$ cat src/rtl/fwd_hazard_ctrl.sv
// Forwarding / load-use hazard controller for the 5-stage 16-bit pipeline.
// Optional statistics counters are enabled by defining FWD_STATS_EN.
module fwd_hazard_ctrl #(
    parameter int unsigned REG_AW  = 4,
    parameter int unsigned CNT_W   = 16,
    parameter bit          R0_ZERO = 1'b1
) (
    input  logic              clk,
    input  logic              rst_n,
    input  logic              ext_stall,
    input  logic              flush,
    input  logic              id_valid,
    input  logic [REG_AW-1:0] id_rs,
    input  logic              id_rs_used,
    input  logic [REG_AW-1:0] id_rt,
    input  logic              id_rt_used,
    input  logic [REG_AW-1:0] id_rd,
    input  logic              id_we,
    input  logic              id_is_load,
    output logic [1:0]        fwd_sel_a,
    output logic [1:0]        fwd_sel_b,
    output logic              hazard_stall,
    output logic              ex_valid
`ifdef FWD_STATS_EN
    ,
    output logic [CNT_W-1:0]  stat_stall_cnt,
    output logic [CNT_W-1:0]  stat_fwd_cnt
`endif
);

    if (CNT_W == 0) begin : g_bad_cnt_w
        $error("CNT_W must be at least 1");
    end

    // ID/EX shadow; ex_valid doubles as its valid bit.
    logic              ex_we;
    logic              ex_ld;
    logic [REG_AW-1:0] ex_rd;
    // EX/MEM shadow. A MEM/WB producer is covered by RF write-before-read,
    // so nothing older than EX/MEM needs to be tracked.
    logic              mem_vld;
    logic              mem_we;
    logic [REG_AW-1:0] mem_rd;

    logic       need_a, need_b;
    logic       ex_hit_a, ex_hit_b, mem_hit_a, mem_hit_b;
    logic [1:0] sel_a_d, sel_b_d;
    logic       bubble;

    function automatic logic wr_match(input logic v, input logic we,
                                      input logic [REG_AW-1:0] rd,
                                      input logic [REG_AW-1:0] r);
        return v && we && (rd == r) && !(R0_ZERO && (r == '0));
    endfunction

    always_comb begin
        need_a    = id_valid & id_rs_used;
        need_b    = id_valid & id_rt_used;
        ex_hit_a  = need_a & wr_match(ex_valid, ex_we, ex_rd, id_rs);
        ex_hit_b  = need_b & wr_match(ex_valid, ex_we, ex_rd, id_rt);
        mem_hit_a = need_a & wr_match(mem_vld, mem_we, mem_rd, id_rs);
        mem_hit_b = need_b & wr_match(mem_vld, mem_we, mem_rd, id_rt);

        hazard_stall = ex_ld & (ex_hit_a | ex_hit_b);
        bubble       = flush | hazard_stall;

        sel_a_d = 2'b00;
        if (ex_hit_a && !ex_ld) begin
            sel_a_d = 2'b01;
        end else if (mem_hit_a) begin
            sel_a_d = 2'b10;
        end

        sel_b_d = 2'b00;
        if (ex_hit_b && !ex_ld) begin
            sel_b_d = 2'b01;
        end else if (mem_hit_b) begin
            sel_b_d = 2'b10;
        end
    end

    always_ff @(posedge clk or negedge rst_n) begin
        if (!rst_n) begin
            ex_valid  <= 1'b0;
            ex_we     <= 1'b0;
            ex_ld     <= 1'b0;
            ex_rd     <= '0;
            mem_vld   <= 1'b0;
            mem_we    <= 1'b0;
            mem_rd    <= '0;
            fwd_sel_a <= 2'b00;
            fwd_sel_b <= 2'b00;
        end else if (!ext_stall) begin
            mem_vld <= ex_valid;
            mem_we  <= ex_we;
            mem_rd  <= ex_rd;
            if (bubble) begin
                ex_valid  <= 1'b0;
                ex_we     <= 1'b0;
                ex_ld     <= 1'b0;
                ex_rd     <= '0;
                fwd_sel_a <= 2'b00;
                fwd_sel_b <= 2'b00;
            end else begin
                ex_valid  <= id_valid;
                ex_we     <= id_we;
                ex_ld     <= id_is_load;
                ex_rd     <= id_rd;
                fwd_sel_a <= sel_a_d;
                fwd_sel_b <= sel_b_d;
            end
        end
    end

`ifdef FWD_STATS_EN
    // Both counters saturate; only rst_n clears them.
    always_ff @(posedge clk or negedge rst_n) begin
        if (!rst_n) begin
            stat_stall_cnt <= '0;
            stat_fwd_cnt   <= '0;
        end else if (!ext_stall && !flush) begin
            if (hazard_stall) begin
                if (stat_stall_cnt != '1) begin
                    stat_stall_cnt <= stat_stall_cnt + CNT_W'(1);
                end
            end else if ((sel_a_d != 2'b00) || (sel_b_d != 2'b00)) begin
                if (stat_fwd_cnt != '1) begin
                    stat_fwd_cnt <= stat_fwd_cnt + CNT_W'(1);
                end
            end
        end
    end
`endif

endmodule
$ cat config.mk
export PLATFORM = sky130hd
export DESIGN_NAME = fwd_hazard_ctrl
export DESIGN_NICKNAME = d
export VERILOG_FILES = /design/src/rtl/fwd_hazard_ctrl.sv
export SDC_FILE = /design/constraint.sdc
export NUM_CORES = 1
export LEC_CHECK = 0
export ABC_AREA = 1
export CORE_MARGIN = 1
export CORE_UTILIZATION = 50
export DETAILED_ROUTE_END_ITERATION = 12
export GPL_ROUTABILITY_DRIVEN = 0
export PLACE_DENSITY = 0.83
export SYNTH_ARGS = -nofsm -noshare
export SYNTH_HDL_FRONTEND = slang
export SYNTH_SLANG_ARGS = --single-unit
$ cat constraint.sdc
create_clock -name clk -period 1.8 [get_ports clk]
set_clock_uncertainty 0.2 [all_clocks]
set_input_delay 0.27 -clock clk [delete_from_list [all_inputs] [get_ports clk]]
set_output_delay 0.27 -clock clk [all_outputs]
set_load 0.05 [all_outputs]
==> run notes, run 1 <==
impl run done, here's what came out: maximum count of clock buffers along a single path=2, yosys-reported design area after synthesis=1240 um^2, flip-flop cell with the highest count after synthesis=dfrtp_1, Chip Footprint=2690 um^2, diode count=0, critical path buffer and inverter count=2, post-placement cell count=279, clock tree from TritonCTS=done, area delta synth->final=41.8%, number of design rule violations left after detail routing=0, worst hold margin=0.0899 ns, Non-clk bufs=50, horizontal extent of the die=51.9 um, worst slack at placement=-0.276 ns, Starting Density=54.7%, buffers inserted by post-CTS timing repair=7, Critical Path Start=ex_rd[1], worst skew pair latency=0.29 ns, cell at the slowest stage of the critical path=dfrtp_1, sum of overflow across all layers after global routing=0, Post-synth top cells=104 x nand2_1, 32 x inv_1, 32 x nor2_1, 17 x dfrtp_1, 13 x nand3_1, post-synthesis instance total=217, Final Hold Violation Tally=0, final net count=287, Largest area class, layout=logic gates, final cell area excluding filler cells=1770 um^2, Synth area leader=dfrtp_1, Multi-input gate area=718 um^2, share of synthesized cell area in and-or and or-and compound cells=2.41%, M1 GR Usage=34.6%, total cell area at the placement stage=1620 um^2, count of instances resized after the clock tree is built=11, number of antenna violations at the first check in global routing=0, final routed wirelength across all metal layers=3220 um, endpoint of the worst-slack reg-to-reg timing path=fwd_sel_b[1], Post-synth seq share=34.2%, average via count per standard cell=4.90, Slew HR=75.4%, combinational share of cell area=40.7%, critical path's top delay family=simple AND/OR/NAND/NOR gates, data required time of the critical path=1.33 ns, Total Routing Usage GR=25.1%, launching element type of the critical path=flop, unrepaired setup endpoints after global routing=yes, top layer in use=met4, XORs/XNORs by Area=0.704%, count of endpoints failing setup in the final report=1, registers with the most flip-flops=ex_rd (4), mem_rd (4), VDD IR max=0.424 mV, worst reg2reg path startpoint=ex_we, Worst Hold Class=in2async, WS Path Type=reg2out, pin count of the biggest net entering global routing=32, non-clock buffering overhead in the final layout=24.6%, first-iteration detailed-routing DRC count=46, synth warn=0, area of the mapped netlist=1240 um^2, met2 Use GR=39.5%, register share of the cell area=24.2%, number of buffer cells added on primary ports=26, count of pins on the block boundary=27, path depth of the worst reg2reg path=10, Slew @ Worst Pin=0.369 ns, top-area cell type share of the netlist area=34.2%, H-tree Lvls=1, count of TritonRoute iterations in the first routing pass=4, average footprint of a synthesized cell=5.74 um^2, met3 WL post-DR=192 um, first-pass GRT wire length=4970 um, M3 GR Usage=2.92%, end point of the critical path=hazard_stall, share of final-layout standard cells stronger than drive strength 1=22.3%, achievable frequency=482 MHz, via total after detailed routing=1,435, Worst Path Arrival=1.60 ns, worst reg-to-reg setup slack=0.12 ns, leakage power figure=1.03 nW, largest stage delay on the critical path=0.44 ns, cell area power density=512 nW/um^2, number of multi-input logic gates=161, maximum fanout along the worst path=4, violations in the final reports=setup timing, final setup margin=-0.273 ns, OpenROAD warnings=28, Rows=17, sequence of cells on the critical path=inv_2 -> nand2_2 -> nand2_2 -> nand2_1 -> nor2_2 -> nand2_2 -> a21oi_4 -> buf_12, number of clock buffers inserted by TritonCTS=3, core occupancy in the finished layout=77.6%, footprint of the flip-flops and latches=428 um^2, post-route setup TNS=-0.273 ns, total of clock buffers placed in the layout=4, multiplexer share of the synthesized area=0%, post-layout power=0.903 mW, Non-Clock Inverter Count=33, die height=51.9 um, adder-cell share of the synthesized area=0%, post-synthesis share of cell area spent on and, or, nand and nor gates=49.6%, post-DP HPWL=2240 um, clock sink count=17, part of the cycle the worst path needs=115%, Synthesized Nets=238, via count of the first global-routing pass=1,213, Most common cell on crit path=nand2_2, # Max-Cap Violations=0, flip-flop and latch count after synthesis=17, Clock buf/inv share=1.49%, routed length on met1=1470 um, Final Slew Violations=0, async set or reset register ratio after synthesis=100%, clock tree root driver cell=clkbuf_4, cell total in the yosys stat output=217, Largest cells by area=dfrtp_1 34%, nand2_1 31%, inv_1 9.6%, nor2_1 9.6%, nand3_1 5.2%, post-layout minimum cycle time=2.07 ns, status=finished, violations left, count of different cell masters after synthesis=15, prevailing logic family in the synthesized netlist=simple AND/OR/NAND/NOR gates, number of flops mapped to enable cells by yosys=0, mean routed wirelength per cell=11.0 um, CTS Hold Buffers Added=0, Most Crowded Layer GR=met2, most repeated cell in the gate-level netlist after synthesis=nand2_1, stages on the worst setup path=8, length of routed met2 wiring=1540 um, endpoint type of the worst setup path=primary output, clock-pin slew on the worst setup and hold paths=0.10 ns, number of nets still failing antenna checks after routing=0
==> run 1: worst register-to-register path, cell delays in order (launching register included) <==
cell and delay (ns):
dfrtp_1 0.39, nand2_2 0.07, inv_1 0.09, nand2_2 0.08, buf_4 0.14, nor2_1 0.10
nand3_1 0.10, nand2_1 0.08, nand2_2 0.15, nand3_1 0.13, nand2_1 0.06
==> run 1: cells in the final DEF (no fill, tap or decap), types with 2 or more instances in the layout <==
cell type	instances
nand2_2	10
nand3_2	3
dlygate4sd2_1	8
dfrtp_1	15
dfrtp_2	2
nand3_1	12
clkbuf_4	3
nand2_1	95
clkdlybuf4s50_1	11
inv_2	5
nor2_1	28
nor2_2	3
inv_1	28
o21ai_0	5
buf_4	28
==> run 1: where the power goes <==
part	switching (mW)	internal, mW
clock network	0.120	0.0861
registers	0.0252	0.407
logic	0.146	0.119
### Sequential cells colored by netlist name, run 1

Other sequential cells in the stronger gray, the rest of the logic in the fainter gray.
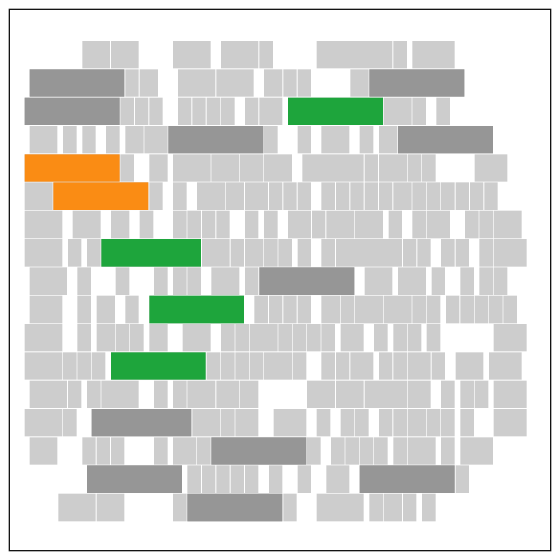
[ex_rd] green | flops: 4
[fwd_sel_a] orange | flops: 2
not colored: 11

### Wires at chosen ports, followed through buffers, run 1

The bar under the picture is 20 um long.
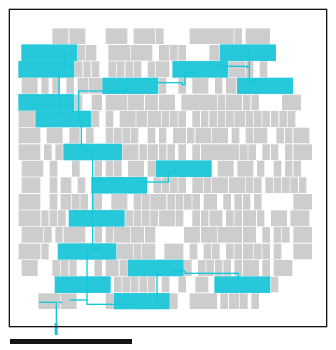
[rst_n] cyan | direction: input | edge: south | end cells: 17 | buffers: 2 | wire: 129 um

### Placement view, run 1

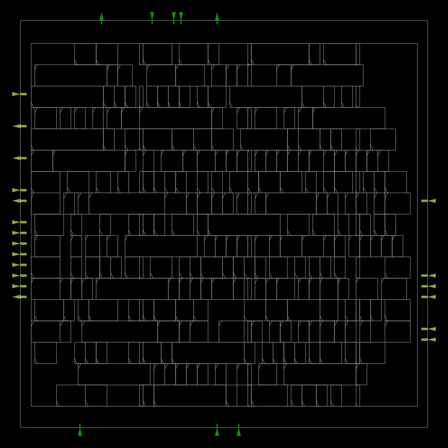
post-route non-filler standard cell count: 293
number of sequential storage elements: 17
core outline area: 2280 um^2
fill cell total of the finished layout: 174
tap cell count: 28

--- run 2 (diff from run 1) ---
--- a/config.mk
+++ b/config.mk
@@ -11,6 +11,7 @@
 export DETAILED_ROUTE_END_ITERATION = 12
 export GPL_ROUTABILITY_DRIVEN = 0
 export PLACE_DENSITY = 0.83
+export SKIP_CTS_REPAIR_TIMING = 1
 export SYNTH_ARGS = -nofsm -noshare
 export SYNTH_HDL_FRONTEND = slang
 export SYNTH_SLANG_ARGS = --single-unit
### Placement view, run 2

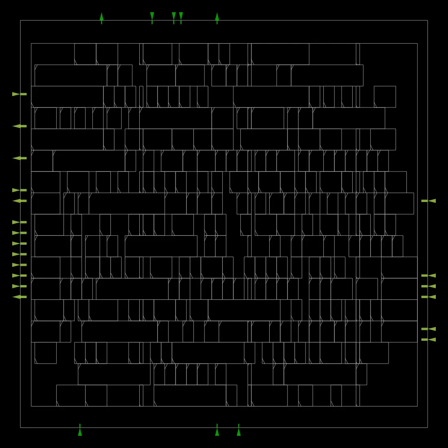
fill cell total of the finished layout: 191
post-route non-filler standard cell count: 288
register share of the cell area: 24.9%
Rows: 17

### Wires at chosen ports, followed through buffers, run 2

The bar under the picture is 20 um long.
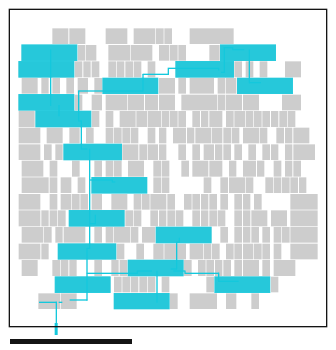
[rst_n] cyan | direction: input | edge: south | end cells: 17 | buffers: 2 | wire: 141 um

### Sequential cells colored by netlist name, run 2

Other sequential cells in the stronger gray, the rest of the logic in the fainter gray.
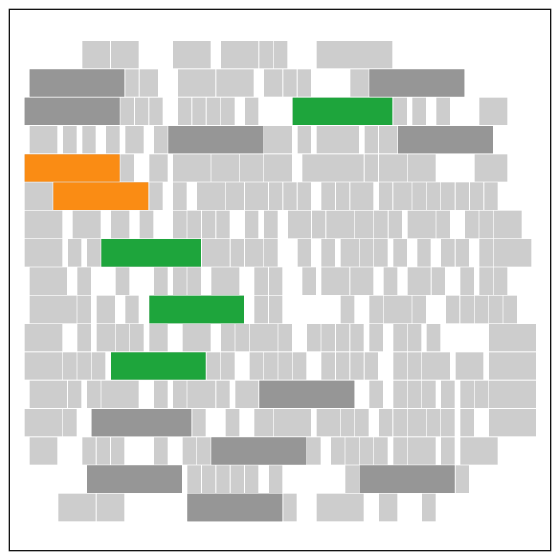
total sequential power: 0.434 mW
core occupancy in the finished layout: 75.6%
footprint of the flip-flops and latches: 429 um^2

==> run 2 against run 1 <==
The flow still finishes with violations (setup timing); worst hold slack improved by 0.0063 ns; cell count decreased by 1.7%; combinational power decreased by 4%; register-to-register slack got worse by 0.05 ns; utilization decreased by 2.0 points; synthesized cell count unchanged; total power decreased by 1.3%; non-clock buffer count decreased by 5; clock power about the same; global-route usage decreased by 0.76 points.
==> run notes, run 2 <==
impl run done, here's what came out: H-tree Lvls=1 (unchanged), share of final-layout standard cells stronger than drive strength 1=17.7% (-4.6 points), highest-count logic cell in the final layout=nand2_1, Most Crowded Layer GR=met2, count of different cell masters after synthesis=15 (unchanged), Synth area leader=dfrtp_1, cell area power density=518 nW/um^2 (+1.3%), power share of the clock group=22.8% (about the same), status=finished, violations left, post-synthesis instance total=217 (unchanged), area of the mapped netlist=1240 um^2 (unchanged), number of multi-input logic gates=161 (unchanged), leakage power figure=1.05 nW (+1.9%), switching power=0.279 mW (-4.2%), mean routed wirelength per cell=10.4 um (-5.6%), count of endpoints failing setup in the final report=1 (unchanged), Slew HR=75.7% (+0.30 points), post-layout power=0.891 mW (-1.3%), worst hold margin=0.0962 ns (+0.00626 ns), violations in the final reports=setup timing, core outline area=2280 um^2 (unchanged), Largest area class, layout=logic gates, met2 Use GR=37.8% (-1.7 points), number of buffer cells added on primary ports=26 (unchanged), relative contribution of sequential cells to total power=48.6% (+0.7 points), combinational share of cell area=40.1% (-0.54 points), final cell area excluding filler cells=1720 um^2 (-2.6%), Clock group=0.204 mW (about the same), length of routed met2 wiring=1350 um (-13%), final setup margin=-0.266 ns (+0.00739 ns), number of flops mapped to enable cells by yosys=0 (unchanged), clock-pin slew on the worst setup and hold paths=0.10 ns (about the same), leading power group=registers, final routed wirelength across all metal layers=2990 um (-7.2%), Worst Hold Class=in2async, endpoint type of the worst setup path=primary output, count of TritonRoute iterations in the first routing pass=4 (unchanged), unrepaired setup endpoints after global routing=yes, WS Path Type=in2out, Final Hold Violation Tally=0 (unchanged), number of design rule violations left after detail routing=0 (unchanged), power of the combinational group=0.254 mW (-4%), number of clock buffers inserted by TritonCTS=3 (unchanged), share of synthesized cell area in and-or and or-and compound cells=2.41% (unchanged), total cell area at the placement stage=1620 um^2 (unchanged), total of clock buffers placed in the layout=4 (unchanged), Synthesized Nets=238 (unchanged), top-area cell type share of the netlist area=34.2% (unchanged), yosys-reported design area after synthesis=1240 um^2 (unchanged), Non-Clock Inverter Count=33 (unchanged), prevailing logic family in the synthesized netlist=simple AND/OR/NAND/NOR gates, number of nets still failing antenna checks after routing=0 (unchanged), end point of the critical path=hazard_stall, # Max-Cap Violations=0 (unchanged), Critical Path Start=id_rs[3], worst slack at placement=-0.276 ns (unchanged), M1 GR Usage=34.1% (-0.43 points), Post-synth seq share=34.2% (unchanged), Total Routing Usage GR=24.3% (-0.76 points), Final Slew Violations=0 (unchanged), horizontal extent of the die=51.9 um (unchanged), part of the cycle the worst path needs=115% (-0.41 points), average via count per standard cell=4.80 (-2.0%)
## run 2: worst min path at each step
stage                         end     from  slack, ns  cells past startpoint
after CTS                   ex_we    rst_n       0.09                      2
after floorplan             ex_ld    rst_n      -0.23                      0
final                       ex_we    rst_n        0.1                      2
after global routing      mem_vld    rst_n       0.10                      2
after global placement    mem_vld  mem_vld       0.26                      2
after detailed placement  mem_vld  mem_vld       0.26                      2
## run 2: cells by family (layout without fill, tap and decap cells)
kind of cell,Yosys count,count (layout)
and+or+nand+nor,154,154
buffers and inverters,39,82
DFF,17,17
AOI/OAI and AO/OA,6,6
xor gates and xnor gates,1,1
## run 2: worst max-delay path: stages
cell,delay [ns]
clkdlybuf4s50_1,0.53
inv_1,0.07
nand2_1,0.08
nand2_1,0.07
nor2_2,0.16
nand2_2,0.09
a21oi_4,0.17
buf_12,0.15
--- run 3 (diff from run 2) ---
--- a/config.mk
+++ b/config.mk
@@ -10,6 +10,7 @@
 export CORE_UTILIZATION = 50
 export DETAILED_ROUTE_END_ITERATION = 12
 export GPL_ROUTABILITY_DRIVEN = 0
+export HOLD_SLACK_MARGIN = 0.06
 export PLACE_DENSITY = 0.83
 export SKIP_CTS_REPAIR_TIMING = 1
 export SYNTH_ARGS = -nofsm -noshare
### Sequential cells colored by netlist name, run 3

Other sequential cells in the stronger gray, the rest of the logic in the fainter gray.
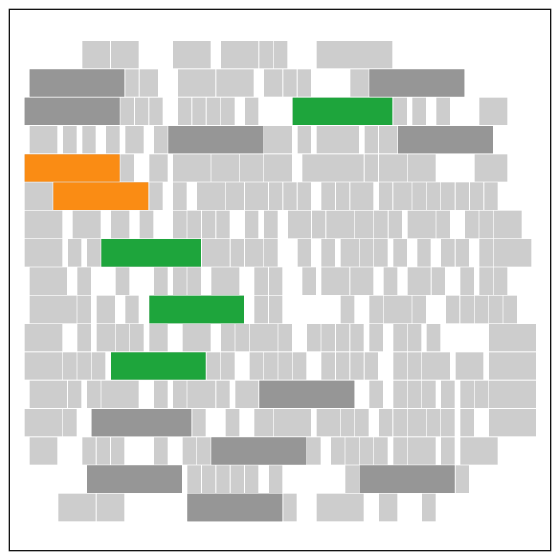
[ex_rd] green | flops: 4
[fwd_sel_a] orange | flops: 2
not colored: 11

### Placement view, run 3

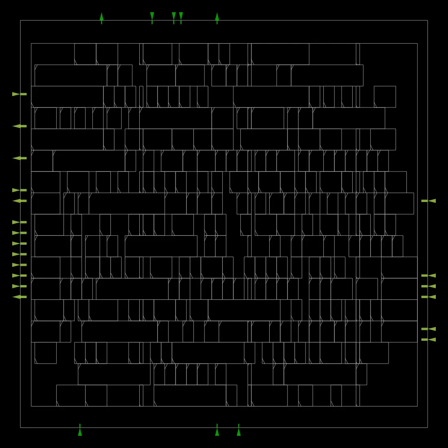

### Signal wires by layer, run 3

Only two layers are drawn.
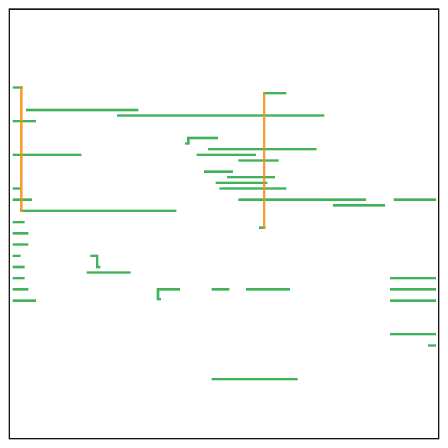
[M4] orange | wire length: 31.3 um
[M3] green | wire length: 213 um
Total Routing Usage GR: 24.3%
final routed wirelength across all metal layers: 2990 um
via total after detailed routing: 1,383
mean routed wirelength per cell: 10.4 um

==> run 3 against run 2 <==
The flow still finishes with violations (setup timing); worst hold slack stayed put; sequential share of layout area did not move; non-clock buffer count did not move; first-iteration DRC count did not move; design area is the same; clock power hardly changed; combinational power about the same; synthesized cell count stayed put; critical path depth is the same; sequential power about the same; critical endpoint unchanged.
==> run notes, run 3 <==
impl run done, here's what came out: status=finished, violations left, violations in the final reports=setup timing, met3 WL post-DR=212 um, Slew @ Worst Pin=0.365 ns, Final Hold Violation Tally=0 (unchanged), relative contribution of sequential cells to total power=48.6% (about the same), maximum count of clock buffers along a single path=2, yosys-reported design area after synthesis=1240 um^2 (unchanged), horizontal extent of the die=51.9 um (unchanged), endpoint type of the worst setup path=primary output, number of flops mapped to enable cells by yosys=0 (unchanged), achievable frequency=484 MHz, total sequential power=0.434 mW (about the same), power of the combinational group=0.254 mW (about the same), switching power=0.279 mW (unchanged), critical path buffer and inverter count=3 (unchanged), post-layout minimum cycle time=2.07 ns, critical path's top delay family=buffers and inverters, sequence of cells on the critical path=clkdlybuf4s50_1 -> inv_1 -> nand2_1 -> nand2_1 -> nor2_2 -> nand2_2 -> a21oi_4 -> buf_12, number of clock buffers inserted by TritonCTS=3 (unchanged), OpenROAD warnings=27, Rows=17 (unchanged), share of synthesized cell area in and-or and or-and compound cells=2.41% (unchanged), final setup margin=-0.266 ns (unchanged), XORs/XNORs by Area=0.704%, Starting Density=54.7%, Post-synth top cells=104 x nand2_1, 32 x inv_1, 32 x nor2_1, 17 x dfrtp_1, 13 x nand3_1, number of sequential storage elements=17, Slew HR=75.7% (unchanged), synth warn=0, cell at the slowest stage of the critical path=clkdlybuf4s50_1, number of nets still failing antenna checks after routing=0 (unchanged), # Max-Cap Violations=0 (unchanged), Non-clk bufs=45, average via count per standard cell=4.80 (unchanged), async set or reset register ratio after synthesis=100%, register share of the cell area=24.9% (unchanged), Most common cell on crit path=nand2_1, length of routed met2 wiring=1350 um (unchanged), Worst Hold Class=in2async, clock-pin slew on the worst setup and hold paths=0.10 ns (about the same), non-clock buffering overhead in the final layout=24.1%, fraction of power spent switching nets=31.3%, Synthesized Nets=238 (unchanged), flip-flop and latch count after synthesis=17, share of final-layout standard cells stronger than drive strength 1=17.7% (unchanged), post-DP HPWL=2240 um, Non-Clock Inverter Count=33 (unchanged), prevailing logic family in the synthesized netlist=simple AND/OR/NAND/NOR gates, leakage power figure=1.05 nW (unchanged), core outline area=2280 um^2 (unchanged), count of TritonRoute iterations in the first routing pass=4 (unchanged), number of buffer cells added on primary ports=26 (unchanged), WS Path Type=in2out, Most Crowded Layer GR=met2, highest-count logic cell in the final layout=nand2_1, Synth area leader=dfrtp_1, worst slack at placement=-0.276 ns (unchanged), M3 GR Usage=2.92%, largest stage delay on the critical path=0.53 ns (about the same), area delta synth->final=38.2%, count of different cell masters after synthesis=15 (unchanged), Final Slew Violations=0 (unchanged), post-synthesis instance total=217 (unchanged), power share of the clock group=22.8% (about the same), fill cell total of the finished layout=191 (unchanged), number of design rule violations left after detail routing=0 (unchanged), top-area cell type share of the netlist area=34.2% (unchanged), count of endpoints failing setup in the final report=1 (unchanged), maximum fanout along the worst path=4, launching element type of the critical path=input port, Post-synth seq share=34.2% (unchanged), VDD IR max=0.443 mV, footprint of the flip-flops and latches=429 um^2 (unchanged), unrepaired setup endpoints after global routing=yes, total of clock buffers placed in the layout=4 (unchanged), area of the mapped netlist=1240 um^2 (unchanged), M1 GR Usage=34.1% (unchanged), first-iteration detailed-routing DRC count=58, clock sink count=17, Critical Path Start=id_rs[3], combinational share of cell area=40.1% (unchanged), most numerous logic cells after layout=101 x nand2_1, 30 x inv_1, 28 x nor2_1, leading power group=registers, Largest area class, layout=logic gates, cell area power density=518 nW/um^2 (unchanged), H-tree Lvls=1 (unchanged), via count of the first global-routing pass=1,174, part of the cycle the worst path needs=115% (unchanged), Clock group=0.204 mW (about the same), count of pins on the block boundary=27, number of multi-input logic gates=161 (unchanged), met2 Use GR=37.8% (unchanged), Multi-input gate area=691 um^2, multiplexer share of the synthesized area=0%
==> run 3: cell counts after synthesis <==
No cell type changed its count.
==> run 3: per-stage QoR <==
stage	power, mW	hold slack [ns]	utilization, %	std cells	area (um^2)
2_1_floorplan	0.561	-0.226	-	217	1260
3_3_place_gp	0.668	0.262	71.0	279	1620
3_5_place_dp	0.671	0.264	71.0	279	1620
4_1_cts	0.876	0.0925	72.2	283	1640
5_1_grt	0.950	0.104	75.6	288	1720
6_report	0.891	0.0962	75.6	288	1720
==> run 3: worst paths after layout <==
check,endpoint,slack [ns],cells after the start
worst max-delay path,hazard_stall,-0.27,8
worst min-delay path,ex_we,0.1,2
worst max register to register,ex_rd[1],0.07,10
worst min register to register,mem_vld,0.29,2
max in group asynchronous,ex_rd[2],1.10,2
min in group clk,ex_valid,0.15,5
Power and IR drop assume default switching activity.
